`src/rtl/pipe_elastic_reg.sv`:
```
// Elastic valid/ready pipeline register with a DEPTH-entry
// in-order buffer, synchronous flush and a stall counter.
module pipe_elastic_reg #(
  parameter int WIDTH = 64,
  parameter int DEPTH = 2,
  parameter int CNT_W = 32
) (
  input  logic                       clk,
  input  logic                       reset,
  input  logic                       in_valid,
  output logic                       in_ready,
  input  logic [WIDTH-1:0]           in_data,
  output logic                       out_valid,
  input  logic                       out_ready,
  output logic [WIDTH-1:0]           out_data,
  input  logic                       flush,
  output logic [$clog2(DEPTH+1)-1:0] count,
  output logic [CNT_W-1:0]           stall_cycles
);

  localparam int CW = $clog2(DEPTH+1);
  localparam int PW = (DEPTH > 1) ? $clog2(DEPTH) : 1;
  localparam logic [PW-1:0] PTR_LAST = PW'(DEPTH-1);
  localparam logic [CW-1:0] CNT_FULL = CW'(DEPTH);

  logic [WIDTH-1:0] mem [DEPTH];
  logic [PW-1:0]    wr_ptr;
  logic [PW-1:0]    rd_ptr;
  logic [CW-1:0]    occ;
  logic             push;
  logic             pop;

  assign in_ready  = (occ != CNT_FULL);
  assign out_valid = (occ != '0);
  assign out_data  = mem[rd_ptr];
  assign count     = occ;
  assign push      = in_valid & in_ready;
  assign pop       = out_valid & out_ready;

  // Pointer and occupancy bookkeeping; flush wins over handshakes.
  always_ff @(posedge clk) begin
    if (reset || flush) begin
      wr_ptr <= '0;
      rd_ptr <= '0;
      occ    <= '0;
    end else begin
      if (push) begin
        wr_ptr <= (wr_ptr == PTR_LAST) ? '0 : wr_ptr + 1'b1;
      end
      if (pop) begin
        rd_ptr <= (rd_ptr == PTR_LAST) ? '0 : rd_ptr + 1'b1;
      end
      if (push && !pop) begin
        occ <= occ + 1'b1;
      end else if (pop && !push) begin
        occ <= occ - 1'b1;
      end
    end
  end

  // Payload storage; contents survive flush and reset.
  always_ff @(posedge clk) begin
    if (!reset && !flush && push) begin
      mem[wr_ptr] <= in_data;
    end
  end

  // Saturating count of cycles where the head waits on downstream.
  always_ff @(posedge clk) begin
    if (reset) begin
      stall_cycles <= '0;
    end else if (!flush && out_valid && !out_ready) begin
      if (stall_cycles != '1) begin
        stall_cycles <= stall_cycles + 1'b1;
      end
    end
  end

endmodule
```
`config.mk`:
```
export PLATFORM = sky130hd
export DESIGN_NAME = pipe_elastic_reg
export DESIGN_NICKNAME = d
export VERILOG_FILES = /design/src/rtl/pipe_elastic_reg.sv
export SDC_FILE = /design/constraint.sdc
export NUM_CORES = 1
export LEC_CHECK = 0
export ABC_AREA = 0
export CAP_MARGIN = 20
export CORE_MARGIN = 2
export CORE_UTILIZATION = 50
export CTS_CLUSTER_DIAMETER = 200
export DETAILED_ROUTE_END_ITERATION = 8
export HOLD_SLACK_MARGIN = 0.02
export MAX_ROUTING_LAYER = met4
export PLACE_DENSITY = 0.82
export REMOVE_ABC_BUFFERS = 1
export SETUP_SLACK_MARGIN = 0.4
export SYNTH_ARGS = -nofsm -noshare
export SYNTH_HDL_FRONTEND = slang
export SYNTH_SLANG_ARGS = --single-unit
```
`constraint.sdc`:
```
create_clock -name clk -period 7.9 [get_ports clk]
set_input_delay 0.79 -clock clk [delete_from_list [all_inputs] [get_ports clk]]
set_output_delay 0.79 -clock clk [all_outputs]
set_load 0.02 [all_outputs]
```
==> impl_table.tex <==
% Generated from flow reports
\begin{tabular}{lr}
\hline
Metric & Value \\
\hline
\multicolumn{2}{l}{\textbf{Critical path}} \\
Capturing instance or port of the critical path & out\_data[35] \\
Element type at the critical path end & output pin \\
Worst-path maximum fanout & 64 \\
Critical path's largest stage delay & 0.62 ns \\
Buffering stage count on the worst path with inverters included & 2 \\
Data arrival time of the worst path & 2.43 ns \\
Critical register-to-register path endpoint & stall\_cycles[22]\$\_SDFFE\_PP0P\_ \\
Kind of launch point of the worst setup path & flop \\
Critical path's top delay family & buffers and inverters \\
\multicolumn{2}{l}{\textbf{Drt}} \\
Routed length on met3 & 1.14 mm \\
Post-DR vias/cell & 5.59 \\
DRC errors left & 0 \\
Count of antenna-violating nets left after detailed routing & 0 \\
Routed length on met2 & 7.49 mm \\
Iteration tally of the first detailed-router pass & 4 \\
\multicolumn{2}{l}{\textbf{Run}} \\
Tool warning count & 25 \\
Max-Cap Viols & 0 \\
\multicolumn{2}{l}{\textbf{Die}} \\
Overall chip area & 14000 µm² \\
Horizontal extent of the die & 118 µm \\
Tap cells & 172 \\
Die height & 118 µm \\
\# rows & 41 \\
\multicolumn{2}{l}{\textbf{Finish}} \\
Register ranked first by flip-flop count & mem \\
Multi-input logic area & 1850 µm² \\
Inverter count of the layout excluding clock inverters & 5 \\
Top class by area & flip-flops and latches \\
Commonest non-fill, non-tap cell in the layout & sky130\_fd\_sc\_hd\_\_clkdlybuf4s50\_1 \\
Number of fill cells & 860 \\
Final non-clock buffer share & 19.2\% \\
Layout multi-input combinational cell count & 244 \\
Post-layout instance count excluding filler cells & 793 \\
Antenna Cells & 0 \\
\multicolumn{2}{l}{\textbf{Synth}} \\
Async SR Flop Fraction & 0\% \\
Adder Area Share & 0.382\% \\
Xor and xnor area share after synthesis & 0.668\% \\
Synthesized instance count & 433 \\
Library cells used by synthesis & 44 \\
Post-synthesis chip area from yosys & 6550 µm² \\
Fraction of the yosys area taken by sequential cells & 70.0\% \\
Mean instance size in the synthesized netlist & 15.1 µm² \\
Number of cell instances after yosys synthesis & 433 \\
Largest area contributor in the netlist & sky130\_fd\_sc\_hd\_\_edfxtp\_1 \\
Simple share & 10.3\% \\
Largest combinational cell category by area & multiplexers \\
\multicolumn{2}{l}{\textbf{Power and ir drop}} \\
Top power consumer group & sequential cells \\
Power per standard cell area & 214 nW/µm² \\
Share of power burned in registers & 49.8\% \\
Proportion of total power due to net switching & 20.7\% \\
Total power consumption of the routed design & 1.93 mW \\
Reported clock group power & 817 µW \\
\multicolumn{2}{l}{\textbf{Timing}} \\
Min setup slack post-route & 4.68 ns \\
Tmin final & 3.22 ns \\
Final worst hold slack & 0.499 ns \\
Hold Violations, Final & 0 \\
Setup-failing EPs final & 0 \\
Final cycle utilization of the critical path & 40.7\% \\
F\_max & 311 MHz \\
\multicolumn{2}{l}{\textbf{Clocking}} \\
Clock transition at the register clock pins on the worst setup and hold paths after CTS & 0.06 ns \\
Count of instances resized after the clock tree is built & 0 \\
Clock tree from TritonCTS & done \\
H-tree depth & 4 \\
Total clock buffers created by CTS & 17 \\
\multicolumn{2}{l}{\textbf{Global route}} \\
Met1 global-route usage & 26.6\% \\
Wire length of the first global-routing pass & 23.0 mm \\
Peak-usage layer in the global routing report & met2 \\
Maximum number of pins on one net before global-route repair & 65 \\
\multicolumn{2}{l}{\textbf{Min path}} \\
Launch point of the worst hold path & stall\_cycles[31]\$\_SDFFE\_PP0P\_ \\
Worst hold path depth & 2 \\
Worst hold path class & reg -> reg \\
\multicolumn{2}{l}{\textbf{Outcome}} \\
Run status & finished clean \\
\multicolumn{2}{l}{\textbf{Place}} \\
Pre-CTS worst setup slack & 4.48 ns \\
\hline
\end{tabular}
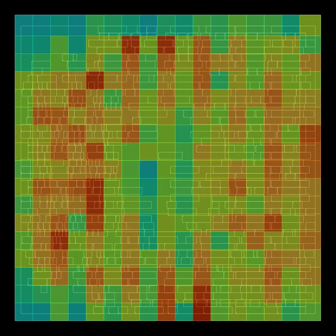
Fig. 1. Routing congestion.
wire length per cell: 18.5 µm
GRT Resource Usage Total: 21.7%
met2 capacity usage during global routing: 35.7%

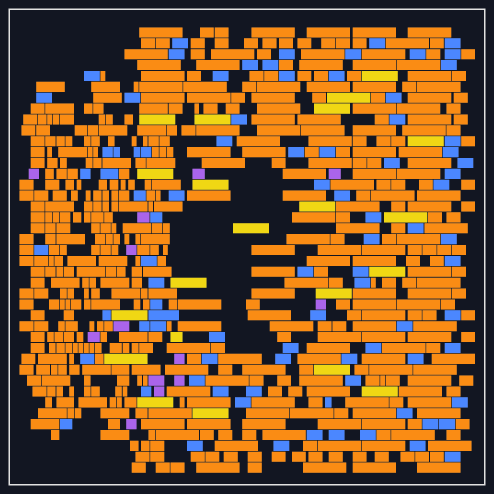
Fig. 2. Drive-strength map.
Drawn at 4 px/µm.
- x2: blue (cells 87)
- x6 and larger: yellow (cells 21)
- x1 and smaller: orange (cells 500)
- x3 and x4: purple (cells 13)
final instance area: 8990 µm²
area growth from synthesis to final layout: 37.2%

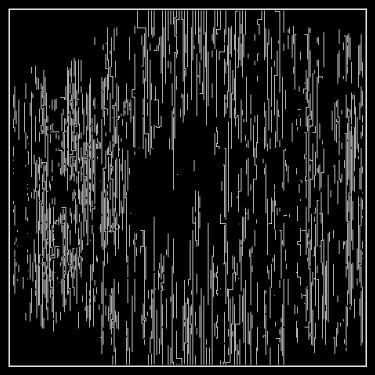
Fig. 3. The metal 2 layer.
Drawn at 3 px/µm.
- wire length on this layer: 7490 µm
- share of all routed wire: 51%
- longest straight run: 44.7 µm
sum of routed wire length over all layers: 14.7 mm
number of vias after detailed routing: 4434

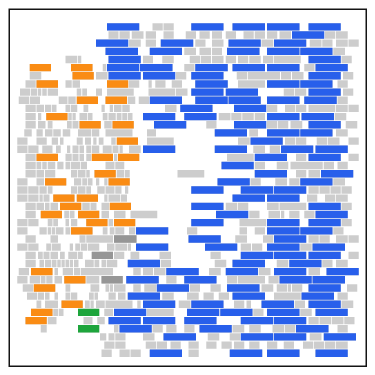
Fig. 4. Sequential cells grouped by signal name.
Drawn at 3 px/µm. Other sequential cells in the stronger gray, the rest of the logic in the fainter gray.
- mem: blue (placed flops 128)
- stall_cycles: orange (placed flops 32)
- count: green (placed flops 2)
- not colored: 3
Final Core Density: 70.7%
sequential-cell power consumption: 958 µW
register share of the cell area: 51.0%
Sequential Area: 4590 µm²

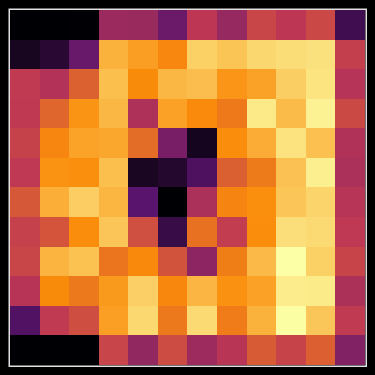
Fig. 5. Cell density map.
Drawn at 3 px/µm. 12 x 12 tiles, from black (low) to pale yellow (high), 0 to 100% covered.
- mean over tiles: 63%
- emptiest ninth of the die: middle
- tiles over 75% full: 42%
- fullest tile: 100%
- nearly empty tiles: 4.9%
Core Util at FP: 51.5%
Floorplan Core Area: 12700 µm²

Power and IR drop assume default switching activity.
